`src/rtl/mem_arb_pkg.sv`:
```
// Shared types and constants for the two-port memory arbiter.
package mem_arb_pkg;

    localparam int DATA_W = 32;

    localparam logic OWN_IF = 1'b0;
    localparam logic OWN_LS = 1'b1;

    typedef enum logic [1:0] {
        IDLE   = 2'd0,
        ACCESS = 2'd1,
        RESP   = 2'd2
    } state_t;

endpackage

```
`src/rtl/mem_arb_pick.sv`:
```
// Grant selection between fetch and load/store requesters.
// When both request, i_pref names the winner; otherwise the lone requester wins.
module mem_arb_pick
    import mem_arb_pkg::*;
(
    input  logic i_if_valid,
    input  logic i_ls_valid,
    input  logic i_pref,
    output logic o_grant_id,
    output logic o_grant_valid
);

    always_comb begin
        o_grant_valid = i_if_valid | i_ls_valid;
        o_grant_id    = OWN_IF;
        if (i_if_valid && i_ls_valid) begin
            o_grant_id = i_pref;
        end else if (i_ls_valid) begin
            o_grant_id = OWN_LS;
        end
    end

endmodule

```
`src/rtl/mem_arbiter.sv`:
```
// Single-outstanding arbiter sharing one RAM between fetch and load/store ports.
// Define MEM_ARB_RR_EN for round-robin arbitration; default is fixed ls-over-if priority.
module mem_arbiter #(
    parameter int ADDR_W = 32,
    parameter int DATA_W = 32
) (
    input  logic              clk,
    input  logic              rst,
    input  logic              if_req_valid,
    output logic              if_req_ready,
    input  logic [ADDR_W-1:0] if_addr,
    output logic              if_resp_valid,
    output logic [DATA_W-1:0] if_resp_data,
    input  logic              if_resp_ready,
    input  logic              ls_req_valid,
    output logic              ls_req_ready,
    input  logic [ADDR_W-1:0] ls_addr,
    input  logic              ls_we,
    input  logic [DATA_W-1:0] ls_wdata,
    output logic              ls_resp_valid,
    output logic [DATA_W-1:0] ls_resp_data,
    input  logic              ls_resp_ready,
    output logic              ram_ce,
    output logic              ram_data_le,
    output logic [ADDR_W-1:0] ram_address,
    output logic [DATA_W-1:0] ram_data_in,
    input  logic [DATA_W-1:0] ram_data_out
);
    import mem_arb_pkg::*;

    state_t             r_state;
    logic               r_owner;
    logic               r_ram_ce;
    logic               r_ram_le;
    logic               r_if_resp_valid;
    logic               r_ls_resp_valid;
    logic [ADDR_W-1:0]  r_ram_address;
    logic [DATA_W-1:0]  r_ram_data_in;
    logic [DATA_W-1:0]  r_resp_data;

    logic               w_pref;
    logic               w_grant_id;
    logic               w_grant_valid;
    logic               w_hs;
    logic               w_owner_ready;

    mem_arb_pick u_pick (
        .i_if_valid    (if_req_valid),
        .i_ls_valid    (ls_req_valid),
        .i_pref        (w_pref),
        .o_grant_id    (w_grant_id),
        .o_grant_valid (w_grant_valid)
    );

`ifdef MEM_ARB_RR_EN
    // Preferred requester flips to whoever lost the most recent grant.
    logic r_pref;
    always_ff @(posedge clk or posedge rst) begin
        if (rst) begin
            r_pref <= OWN_LS;
        end else if (w_hs) begin
            r_pref <= ~w_grant_id;
        end
    end
    assign w_pref = r_pref;
`else
    assign w_pref = OWN_LS;
`endif

    assign w_hs          = (r_state == IDLE) && w_grant_valid;
    assign if_req_ready  = w_hs && (w_grant_id == OWN_IF);
    assign ls_req_ready  = w_hs && (w_grant_id == OWN_LS);
    assign w_owner_ready = (r_owner == OWN_LS) ? ls_resp_ready : if_resp_ready;

    // RAM strobes are registers cleared by the async reset, so an aborted access drops at once.
    always_ff @(posedge clk or posedge rst) begin
        if (rst) begin
            r_state         <= IDLE;
            r_owner         <= OWN_IF;
            r_ram_ce        <= 1'b0;
            r_ram_le        <= 1'b0;
            r_if_resp_valid <= 1'b0;
            r_ls_resp_valid <= 1'b0;
            r_ram_address   <= '0;
            r_ram_data_in   <= '0;
            r_resp_data     <= '0;
        end else begin
            case (r_state)
                IDLE: begin
                    if (w_hs) begin
                        r_owner  <= w_grant_id;
                        r_ram_ce <= 1'b1;
                        if (w_grant_id == OWN_LS) begin
                            r_ram_address <= ls_addr;
                            r_ram_data_in <= ls_wdata;
                            r_ram_le      <= ls_we;
                        end else begin
                            r_ram_address <= if_addr;
                            r_ram_le      <= 1'b0;
                        end
                        r_state <= ACCESS;
                    end
                end
                ACCESS: begin
                    r_ram_ce        <= 1'b0;
                    r_ram_le        <= 1'b0;
                    r_resp_data     <= r_ram_le ? '0 : ram_data_out;
                    r_if_resp_valid <= (r_owner == OWN_IF);
                    r_ls_resp_valid <= (r_owner == OWN_LS);
                    r_state         <= RESP;
                end
                RESP: begin
                    if (w_owner_ready) begin
                        r_if_resp_valid <= 1'b0;
                        r_ls_resp_valid <= 1'b0;
                        r_state         <= IDLE;
                    end
                end
                default: begin
                    r_state <= IDLE;
                end
            endcase
        end
    end

    assign ram_ce        = r_ram_ce;
    assign ram_data_le   = r_ram_le;
    assign ram_address   = r_ram_address;
    assign ram_data_in   = r_ram_data_in;
    assign if_resp_valid = r_if_resp_valid;
    assign ls_resp_valid = r_ls_resp_valid;
    assign if_resp_data  = r_resp_data;
    assign ls_resp_data  = r_resp_data;

endmodule

```
`config.mk`:
```
export PLATFORM = sky130hd
export DESIGN_NAME = mem_arbiter
export DESIGN_NICKNAME = d
export VERILOG_FILES = /design/src/rtl/mem_arb_pkg.sv /design/src/rtl/mem_arb_pick.sv /design/src/rtl/mem_arbiter.sv
export SDC_FILE = /design/constraint.sdc
export NUM_CORES = 1
export LEC_CHECK = 0
export CORE_MARGIN = 5
export CORE_UTILIZATION = 38
export DETAILED_ROUTE_END_ITERATION = 10
export HOLD_SLACK_MARGIN = 0.06
export PLACE_DENSITY = 0.86
export SLEW_MARGIN = 20
export SYNTH_ARGS = -nofsm -noshare
export SYNTH_HDL_FRONTEND = slang
export SYNTH_SLANG_ARGS = --single-unit
```
`constraint.sdc`:
```
create_clock -name clk -period 4.6 [get_ports clk]
set_input_delay 0.92 -clock clk [delete_from_list [all_inputs] [get_ports clk]]
set_output_delay 0.92 -clock clk [all_outputs]
set_load 0.01 [all_outputs]
```
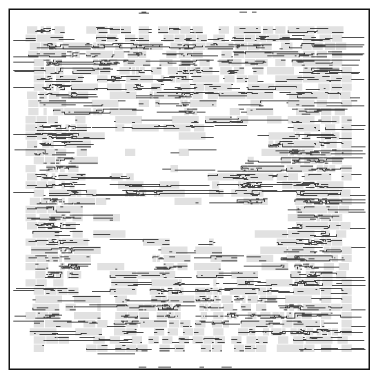
Fig. 1. M1 wires.
Scale: 3 px per um.
- longest straight run: 28.1 um
- nets with wire on the layer: 662

==> out/qor.yml <==
outcome:
  status: "finished, final reports clean"
clock_tree:
  htree_levels: 3
  clock_sinks: 103
  ctsHoldBuffers: 0
  clock-root-buffer: "clkbuf_16"
  cts_resized: 0
  clock.latency.late_pin_ns: 0.33
  cts_buffer_depth: 2
worst_setup_path:
  startpoint: "ls_req_valid"
  cp_common_cell: "clkdlybuf4s50_1"
  rrSetupSlack_ns: 2.58
  cp_cell_sequence: "clkdlybuf4s50_1 > nor3b_4 > clkdlybuf4s50_1"
  path_delay_family: "buffers and inverters"
  r2r_cells: 3
  crit_end: "ls_req_ready"
  end_kind: "primary output"
logic_synthesis:
  ys_types: 24
  topCellsByArea: "dfrtp_1, mux2_2, o21ai_0"
  synth_warnings: 0
  yosys-stat-area_mm2: 0.00456
  ys_top_cells_by_count: "dfrtp_1, nand2_1, o21ai_0"
  synthArstFlopShare: 1.00
  yosysCellCount: 414
detailed_routing:
  route.detailed.drc: 0
  first_pass_iters: 4
  routed_wl_mm: 13.1
die:
  num_io_pins: 269
  die_h_um: 120
  core_area_mm2: 0.0119
cells_and_area:
  areaGrowthSynthToFinish_pct: 62.2
  ff_count: 103
  clock_buffers: 12
  largest_cell_class: "buffers"
  diodes: 0
  seq_share: 0.349
  nets: 772
  ff_latch_area_mm2: 0.00258
sta:
  min_period_ns: 3.31
  slew_violations: 0
  relSlewSlack: 0.464
  period_used_share: 0.720
pwr:
  powerDensity_mw_per_mm2: 668
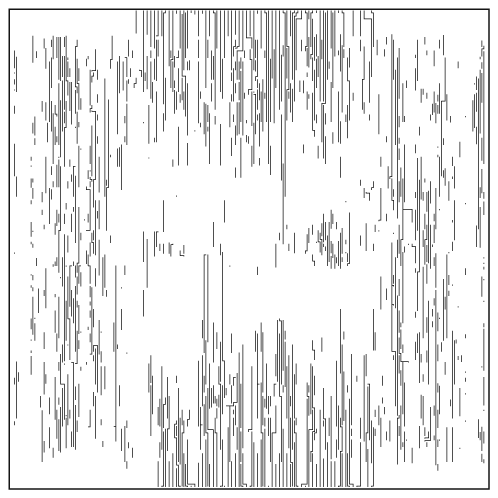
Fig. 2. M2 wires.
Scale: 4 px per um.
- main direction: vertical
- wire length on this layer: 6510 um

[cell families after synthesis]
group / count (synthesis) / share of synthesized area
AOI/OAI and AO/OA: 106 / 0.144
buffers and inverters: 63 / 0.0930
DFF: 103 / 0.565
muxes: 32 / 0.0790
and+or+nand+nor: 110 / 0.119
[power groups by stage]
stage,Sequential (mW),Combinational [mW],Clock (mW)
after floorplan,1.80,1.08,0
after global placement,1.65,2.39,0
after detailed placement,1.69,2.47,0
after CTS,1.67,2.47,0.854
after global routing,1.74,2.63,0.894
final,1.67,2.43,0.840
[worst register-to-register path, cell delays in order, from the launching register on]
cell     delay [ns]
dfrtp_1        0.54
nor3b_4        0.26
buf_4          0.62
mux2_2         0.48
[per-stage QoR]
stage	hold WS [ns]	util	setup slack (ns)	cells
CTS	0.496	0.623	1.31	789
global route	0.523	0.623	1.22	789
global placement	0.462	0.594	1.33	773
detailed placement	0.479	0.594	1.31	773
finish	0.488	0.623	1.29	789
floorplan	0.513	-	0.976	414
[sequential cells by signal, indices dropped and copies added, names as in the netlist]
name and flops:
ram_ce 1, r_owner 1, ram_data_le 1, ram_data_in 32
if_resp_data 32, if_resp_valid 1, ram_address 32, ls_resp_valid 1
r_state 2
[metal layers]
| layer | wire length (um) | part of all wire | vias to the layer above | global-route usage |
|---|---|---|---|---|
| li1 | - | - | 1827 | - |
| met1 | 5000 | 0.38 | 1833 | 0.209 |
| met2 | 6510 | 0.50 | 194 | 0.311 |
| met3 | 1280 | 0.098 | 19 | 0.0631 |
| met4 | 260 | 0.020 | 0 | 0.0630 |
| met5 | 0 | 0 | - | 0 |
Power and IR drop assume default switching activity.
